### config.mk
export PLATFORM = sky130hd
export DESIGN_NAME = eth_sync_fifo_ctrl
export DESIGN_NICKNAME = d
export VERILOG_FILES = /design/src/rtl/eth_sync_fifo_pkg.sv /design/src/rtl/eth_fifo_out_stage.sv /design/src/rtl/eth_sync_fifo_ctrl.sv
export SDC_FILE = /design/constraint.sdc
export NUM_CORES = 1
export LEC_CHECK = 0
export CAP_MARGIN = 5
export CORE_UTILIZATION = 49
export CTS_CLUSTER_SIZE = 28
export DETAILED_ROUTE_END_ITERATION = 6
export GPL_ROUTABILITY_DRIVEN = 1
export PLACE_DENSITY_LB_ADDON = 0.15
export SLEW_MARGIN = 20
export SYNTH_ARGS = -nofsm -noshare
export SYNTH_HDL_FRONTEND = slang
export SYNTH_SLANG_ARGS = --single-unit
### constraint.sdc
create_clock -name clk -period 18.1 [get_ports clk]
set_input_delay 1.81 -clock clk [delete_from_list [all_inputs] [get_ports clk]]
set_output_delay 1.81 -clock clk [all_outputs]
set_load 0.02 [all_outputs]
### src/rtl/eth_sync_fifo_pkg.sv
`timescale 1ns/1ps
`default_nettype none
// ============================================================================
// Module  : eth_sync_fifo_pkg
// Brief   : Shared constants and helpers for the eth sync FIFO controller.
// Revision: 1.0 - initial release
// ============================================================================
package eth_sync_fifo_pkg;

    localparam int OB_DEPTH    = 2;
    localparam int SRAM_RD_LAT = 1;

    function automatic int clog2(input int value);
        int result;
        int v;
        result = 0;
        v      = value - 1;
        while (v > 0) begin
            result = result + 1;
            v      = v >> 1;
        end
        return result;
    endfunction

    localparam int OB_CNT_W = clog2(OB_DEPTH + 1);

endpackage
`default_nettype wire

### src/rtl/eth_fifo_out_stage.sv
`timescale 1ns/1ps
`default_nettype none
// ============================================================================
// Module  : eth_fifo_out_stage
// Brief   : 2-entry first-word-fall-through register buffer fed by SRAM reads.
// Revision: 1.0 - initial release
// ============================================================================
module eth_fifo_out_stage
    import eth_sync_fifo_pkg::*;
#(
    parameter int DATA_WIDTH = 88
) (
    input  logic                  clk,
    input  logic                  rst,
    input  logic                  wr_en,
    input  logic [DATA_WIDTH-1:0] wr_data,
    input  logic                  rd_en,
    output logic [OB_CNT_W-1:0]   cnt,
    output logic [DATA_WIDTH-1:0] head
);

    logic [DATA_WIDTH-1:0] r_mem_q [OB_DEPTH];
    logic [DATA_WIDTH-1:0] w_mem_d [OB_DEPTH];
    logic                  r_wr_idx_q;
    logic                  w_wr_idx_d;
    logic                  r_rd_idx_q;
    logic                  w_rd_idx_d;
    logic [OB_CNT_W-1:0]   r_cnt_q;
    logic [OB_CNT_W-1:0]   w_cnt_d;

    always_comb begin
        w_mem_d    = r_mem_q;
        w_wr_idx_d = r_wr_idx_q;
        w_rd_idx_d = r_rd_idx_q;
        w_cnt_d    = r_cnt_q;
        if (wr_en) begin
            w_mem_d[r_wr_idx_q] = wr_data;
            w_wr_idx_d          = ~r_wr_idx_q;
        end
        if (rd_en) begin
            w_rd_idx_d = ~r_rd_idx_q;
        end
        case ({wr_en, rd_en})
            2'b10:   w_cnt_d = r_cnt_q + OB_CNT_W'(1);
            2'b01:   w_cnt_d = r_cnt_q - OB_CNT_W'(1);
            default: w_cnt_d = r_cnt_q;
        endcase
    end

    always_ff @(posedge clk or posedge rst) begin
        if (rst) begin
            for (int i = 0; i < OB_DEPTH; i++) begin
                r_mem_q[i] <= '0;
            end
            r_wr_idx_q <= 1'b0;
            r_rd_idx_q <= 1'b0;
            r_cnt_q    <= '0;
        end else begin
            r_mem_q    <= w_mem_d;
            r_wr_idx_q <= w_wr_idx_d;
            r_rd_idx_q <= w_rd_idx_d;
            r_cnt_q    <= w_cnt_d;
        end
    end

    assign cnt  = r_cnt_q;
    assign head = r_mem_q[r_rd_idx_q];

endmodule
`default_nettype wire

### src/rtl/eth_sync_fifo_ctrl.sv
`timescale 1ns/1ps
`default_nettype none
// ============================================================================
// Module  : eth_sync_fifo_ctrl
// Brief   : Sync FIFO controller for an external 2-port SRAM with FWFT pop port.
//           Optional occupancy output enabled by ETH_SYNC_FIFO_COUNT_EN.
// Revision: 1.0 - initial release
// ============================================================================
module eth_sync_fifo_ctrl
    import eth_sync_fifo_pkg::*;
#(
    parameter int DATA_WIDTH = 88,
    parameter int ADDR_WIDTH = 10,
    parameter int FIFO_DEPTH = 1024
) (
    input  logic                  clk,
    input  logic                  rst,
    input  logic                  push_valid,
    output logic                  push_ready,
    input  logic [DATA_WIDTH-1:0] push_data,
    output logic                  pop_valid,
    input  logic                  pop_ready,
    output logic [DATA_WIDTH-1:0] pop_data,
    output logic                  sram_wr_cen,
    output logic [ADDR_WIDTH-1:0] sram_wr_a,
    output logic [DATA_WIDTH-1:0] sram_wr_d,
    output logic                  sram_rd_cen,
    output logic [ADDR_WIDTH-1:0] sram_rd_a,
    input  logic [DATA_WIDTH-1:0] sram_rd_q
`ifdef ETH_SYNC_FIFO_COUNT_EN
    ,
    output logic [ADDR_WIDTH+1:0] data_count
`endif
);

    localparam int                  c_cnt_w    = ADDR_WIDTH + 1;
    localparam int                  c_pend_w   = clog2(OB_DEPTH + SRAM_RD_LAT + 1);
    localparam logic [ADDR_WIDTH-1:0] c_ptr_last = ADDR_WIDTH'(FIFO_DEPTH - 1);
    localparam logic [c_cnt_w-1:0]  c_depth    = c_cnt_w'(FIFO_DEPTH);

    logic [ADDR_WIDTH-1:0] r_wr_ptr_q;
    logic [ADDR_WIDTH-1:0] w_wr_ptr_d;
    logic [ADDR_WIDTH-1:0] r_rd_ptr_q;
    logic [ADDR_WIDTH-1:0] w_rd_ptr_d;
    logic [c_cnt_w-1:0]    r_sram_cnt_q;
    logic [c_cnt_w-1:0]    w_sram_cnt_d;
    logic                  r_inflight_q;
    logic                  w_inflight_d;

    logic                  w_push_fire;
    logic                  w_pop_fire;
    logic                  w_rd_issue;
    logic [OB_CNT_W-1:0]   w_ob_cnt;
    logic [c_pend_w-1:0]   w_ob_pending;

    assign push_ready  = ~rst & (r_sram_cnt_q < c_depth);
    assign w_push_fire = push_valid & push_ready;
    assign pop_valid   = (w_ob_cnt != '0);
    assign w_pop_fire  = pop_valid & pop_ready;

    // Stage occupancy once the current pop and any landing read are settled.
    assign w_ob_pending = c_pend_w'(w_ob_cnt) + c_pend_w'(r_inflight_q) - c_pend_w'(w_pop_fire);
    assign w_rd_issue   = (r_sram_cnt_q != '0) & (w_ob_pending < c_pend_w'(OB_DEPTH));

    always_comb begin
        w_wr_ptr_d   = r_wr_ptr_q;
        w_rd_ptr_d   = r_rd_ptr_q;
        w_sram_cnt_d = r_sram_cnt_q;
        w_inflight_d = w_rd_issue;
        if (w_push_fire) begin
            w_wr_ptr_d = (r_wr_ptr_q == c_ptr_last) ? '0 : r_wr_ptr_q + ADDR_WIDTH'(1);
        end
        if (w_rd_issue) begin
            w_rd_ptr_d = (r_rd_ptr_q == c_ptr_last) ? '0 : r_rd_ptr_q + ADDR_WIDTH'(1);
        end
        case ({w_push_fire, w_rd_issue})
            2'b10:   w_sram_cnt_d = r_sram_cnt_q + c_cnt_w'(1);
            2'b01:   w_sram_cnt_d = r_sram_cnt_q - c_cnt_w'(1);
            default: w_sram_cnt_d = r_sram_cnt_q;
        endcase
    end

    always_ff @(posedge clk or posedge rst) begin
        if (rst) begin
            r_wr_ptr_q   <= '0;
            r_rd_ptr_q   <= '0;
            r_sram_cnt_q <= '0;
            r_inflight_q <= 1'b0;
        end else begin
            r_wr_ptr_q   <= w_wr_ptr_d;
            r_rd_ptr_q   <= w_rd_ptr_d;
            r_sram_cnt_q <= w_sram_cnt_d;
            r_inflight_q <= w_inflight_d;
        end
    end

    // Address and data buses idle at zero whenever the port is not enabled.
    assign sram_wr_cen = ~w_push_fire;
    assign sram_wr_a   = w_push_fire ? r_wr_ptr_q : '0;
    assign sram_wr_d   = w_push_fire ? push_data  : '0;
    assign sram_rd_cen = ~w_rd_issue;
    assign sram_rd_a   = w_rd_issue  ? r_rd_ptr_q : '0;

    eth_fifo_out_stage #(
        .DATA_WIDTH (DATA_WIDTH)
    ) u_out_stage (
        .clk     (clk),
        .rst     (rst),
        .wr_en   (r_inflight_q),
        .wr_data (sram_rd_q),
        .rd_en   (w_pop_fire),
        .cnt     (w_ob_cnt),
        .head    (pop_data)
    );

`ifdef ETH_SYNC_FIFO_COUNT_EN
    localparam int c_dc_w = ADDR_WIDTH + 2;

    logic [c_dc_w-1:0] r_data_count_q;
    logic [c_dc_w-1:0] w_data_count_d;

    assign w_data_count_d = c_dc_w'(w_sram_cnt_d) + c_dc_w'(w_inflight_d) + c_dc_w'(w_ob_pending);

    always_ff @(posedge clk or posedge rst) begin
        if (rst) begin
            r_data_count_q <= '0;
        end else begin
            r_data_count_q <= w_data_count_d;
        end
    end

    assign data_count = r_data_count_q;
`endif

endmodule
`default_nettype wire

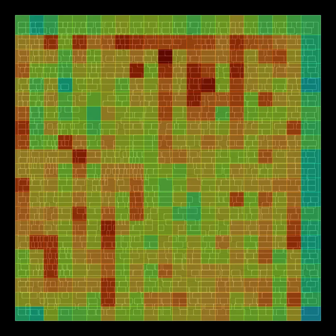
**Above:** run 1 (routing congestion).
met2 Use GR: 0.4446
met3 GRT Util: 0.08580
GRT busiest layer: met2

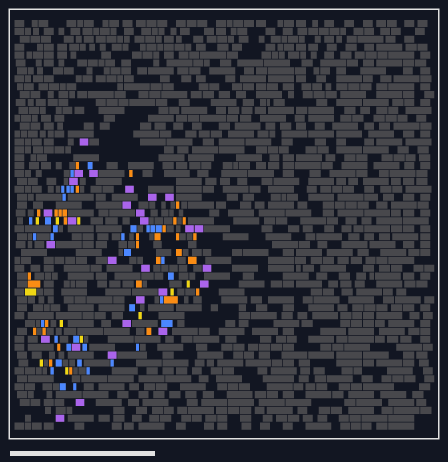
**Above:** run 1 (logic cells by family).
The bar under the picture is 50 um long.
| colour | family | cells |
|---|---|---|
| yellow | inverters | 11 |
| purple | XOR/XNOR gates | 28 |
| blue | NAND gates | 35 |
| orange | NOR gates | 32 |
Final Non-Filler Cells: 1466
most instantiated logic cell after routing: clkdlybuf4s50_1

==> summary.txt, run 1 <==
yosys + openroad results -> Core Util at FP=0.5059, worst setup path startpoint=rst, fillers=1439, most frequent CP cell=clkdlybuf4s50_1, num ports=380, worst hold start=r_wr_ptr_q[8], register share after synthesis=0.5117, P per Cell Area=194.3 nW/um2, post-CTS setup buffer count=0, Psw=1092 uW, tool warnings=33, WL met1=12500 um, Place WS=12.05 ns, met3 WL=2605 um, max reg flops=176, CP max FO=101, top cells, area=dfrtp_1 51%, mux2_2 29%, and2_1 6.5%, GPL Wtd Cong=0.8618, drt first pass iters=4, fraction of layout cells with a size suffix above 1=0.2712, status=finished, final reports clean, post-detail-place hpwl=22040 um, WS Path Type=in2out, power share of the clock group=0.154, Ys Warns=0, final hold slack=0.4974 ns, vias per cell=5.293, Worst setup SP type=input pin, Reg2Reg Depth=13, Signal buf overhead=0.2554, combinational power share=0.546, Req. time, crit path=16.29 ns, Worst path depth=6, Post-Place Cells=1423, Seq cells=212, CP Cell Sequence=clkdlybuf4s50_1 > nor3b_2 > buf_4 > inv_1 > nor2_1 > clkdlybuf4s50_1, RSZ-0062 raised after global routing=no, initial antenna violation count=7, DR DRC count=0, logic share of the area=0.3179, ys cells=821, Power Total=2929 uW, Mux area share=0.2907, Top logic family=multiplexers, row cnt=52, Total Nets Final=1364, Clock-cell share=0.04813, WP buf/inv=4, worst r2r dst=r_sram_cnt_q[8], TritonCTS Sinks=212, main flop type=dfrtp_1, EDFF count, synth=0
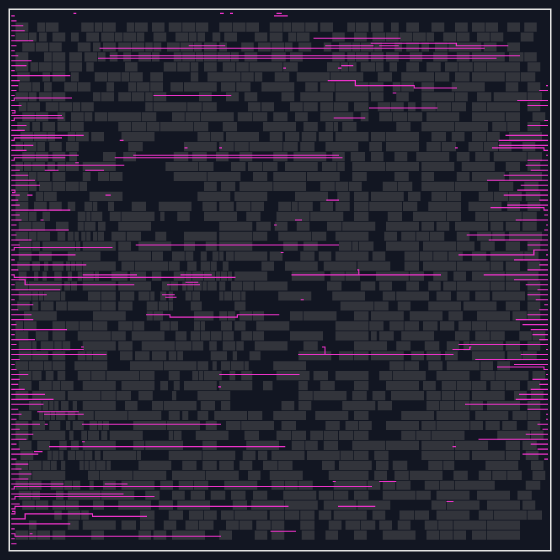
**Above:** run 1 (the metal 3 layer).
Cells faint in the background.
longest straight run: 112 um
wire length on this layer: 2610 um
DR vias: 7759
final WL: 30520 um

==> inputs of run 2 (changes only) <==
--- a/config.mk
+++ b/config.mk
@@ -6,7 +6,7 @@
 export NUM_CORES = 1
 export LEC_CHECK = 0
 export CAP_MARGIN = 5
-export CORE_UTILIZATION = 49
+export CORE_UTILIZATION = 41
 export CTS_CLUSTER_SIZE = 28
 export DETAILED_ROUTE_END_ITERATION = 6
 export GPL_ROUTABILITY_DRIVEN = 1
==> constraint.sdc (replaced) <==
create_clock -name clk -period 5.46 [get_ports clk]
set_input_delay 0.546 -clock clk [delete_from_list [all_inputs] [get_ports clk]]
set_output_delay 0.546 -clock clk [all_outputs]
set_load 0.02 [all_outputs]
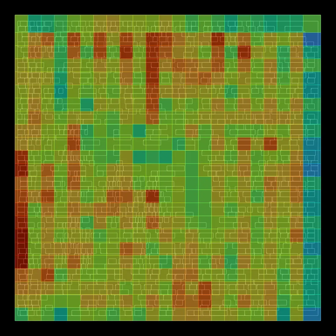
**Above:** run 2 (routing congestion).
Final Core Density: 0.6235
met3 GRT Util: 0.05085
met1 Track Usage GR: 0.2694
met2 Use GR: 0.3774
Total GRT Usage: 0.2165

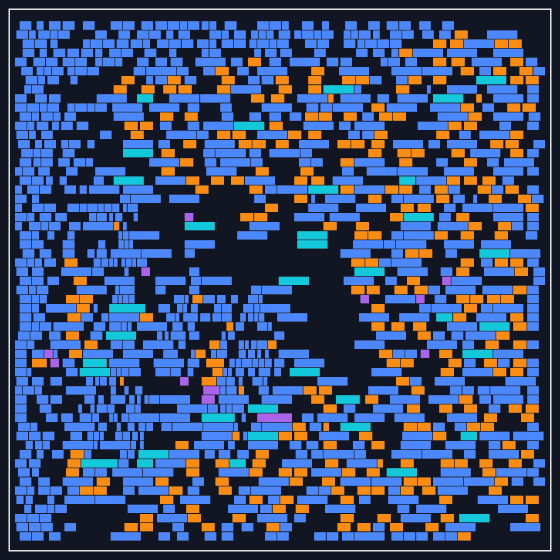
**Above:** run 2 (sizing map).
| colour | size | cells | most used |
|---|---|---|---|
| purple | drive 3 to 4 | 12 | buf_4 |
| orange | drive 2 | 282 | mux2_2 |
| cyan | drive 6 and up | 36 | clkbuf_16 |
| blue | drive 1 or less | 869 | clkdlybuf4s50_1 |
Area growth, synth to finish: 47.55%
Final Cell Area: 15300 um2
setup ws final: 1.440 ns

==> run 2 against run 1 <==
Compared with the run above:
- worst setup slack worse by 11 ns
- synthesized cell count unchanged
- final area up 1.5%
- non-clock buffer count is 2 higher
- register-to-register slack worse by 13 ns
- first-iteration DRC count decreased by 30%
- global-route usage decreased by 6.4 points
- die size increased by 19%
- highest routed layer is now met4
==> summary.txt, run 2 <==
yosys + openroad results -> P per Cell Area=642.9 nW/um2 (+230%), worst r2r src=r_inflight_q, worst r2r dst=r_sram_cnt_q[8], WS Path Type=in2reg, Req. time, crit path=5.88 ns (-10.41 ns), tool warnings=33 (unchanged), Clock-cell share=0.05390 (+0.005769), fillers=1998 (+39%), WL met1=11550 um (-7.6%), DR DRC count=0 (unchanged), WP buf/inv=2 (-2), top cells, area=dfrtp_1 51%, mux2_2 29%, and2_1 6.5%, clock skew after layout=0.006533 ns, row cnt=57 (+9.6%), Core Util at FP=0.4226 (-0.08328), RSZ-0062 raised after global routing=no, Place WS=0.9502 ns (-11.10 ns), vias per cell=4.988 (-5.8%), final hold slack=0.4415 ns (-0.05587 ns), Psw=3578 uW (+230%), GRT busiest layer=met2, CP Cell Sequence=clkdlybuf4s50_1 > nand2b_1 > a21oi_1 > nor3_1 > a31oi_2 > buf_4 > ha_1 > xor2_1 > ha_1 > a21oi_2 > nand2b_1 > o2111ai_2 > or4b_1 > a31oi_1 > xor2_1, Post-synth top cells=265 x mux2_2, 212 x dfrtp_1, 107 x and2_1, status=finished, final reports clean, CP max FO=26 (-74%), TritonCTS Sinks=212 (unchanged), fraction of layout cells with a size suffix above 1=0.2752 (+0.004029), # hold bufs at CTS=0, main flop type=dfrtp_1, Signal buf overhead=0.2554 (about the same), Slew HR=0.2930, register share after synthesis=0.5117 (unchanged), most instantiated logic cell after routing=clkdlybuf4s50_1, EDFF count, synth=0 (unchanged), power share of the clock group=0.166 (+0.012), crit path DAT=4.44 ns, Worst setup SP type=input pin, num ports=380 (unchanged), Total Nets Final=1367 (+0.22%), min cycle time layout=4.020 ns, post-CTS setup buffer count=0 (unchanged), met3 WL=2127 um (-18%), sw frac=0.3638, Reg2Reg Depth=14 (+1), drt first pass iters=4 (unchanged), Max stage delay cell, worst path=ha_1, Post-Place Cells=1478 (+3.9%), max reg flops=176 (unchanged), Mux area share=0.2907 (unchanged), combinational power share=0.538 (-0.008), worst setup path startpoint=pop_ready, initial antenna violation count=4 (-3), top cell category=flip-flops and latches, Worst path depth=15 (+9), GPL Wtd Cong=0.8838 (+2.6%), Worst Setup EP=r_sram_cnt_q[8], clock group power=1640 uW, Ys Warns=0 (unchanged), logic share of the area=0.3138 (-0.004168), Seq cells=212 (unchanged)
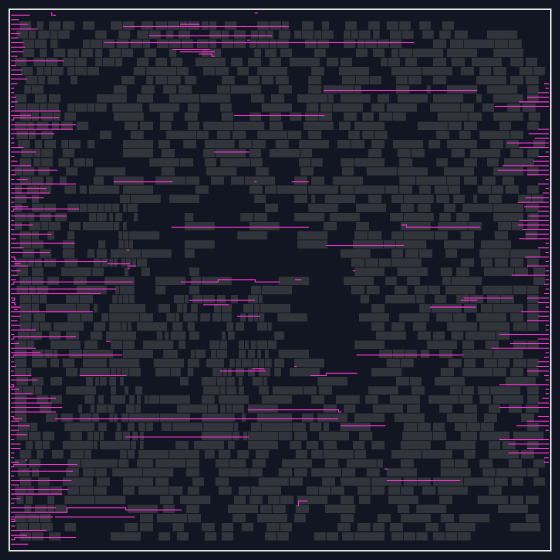
**Above:** run 2 (the metal 3 layer).
Cells faint in the background.
wire length on this layer: 2130 um
main direction: horizontal
longest straight run: 92.0 um
DR vias: 7612
final WL: 28470 um

Power figures rest on the tool's default switching activity, not on a simulated workload.
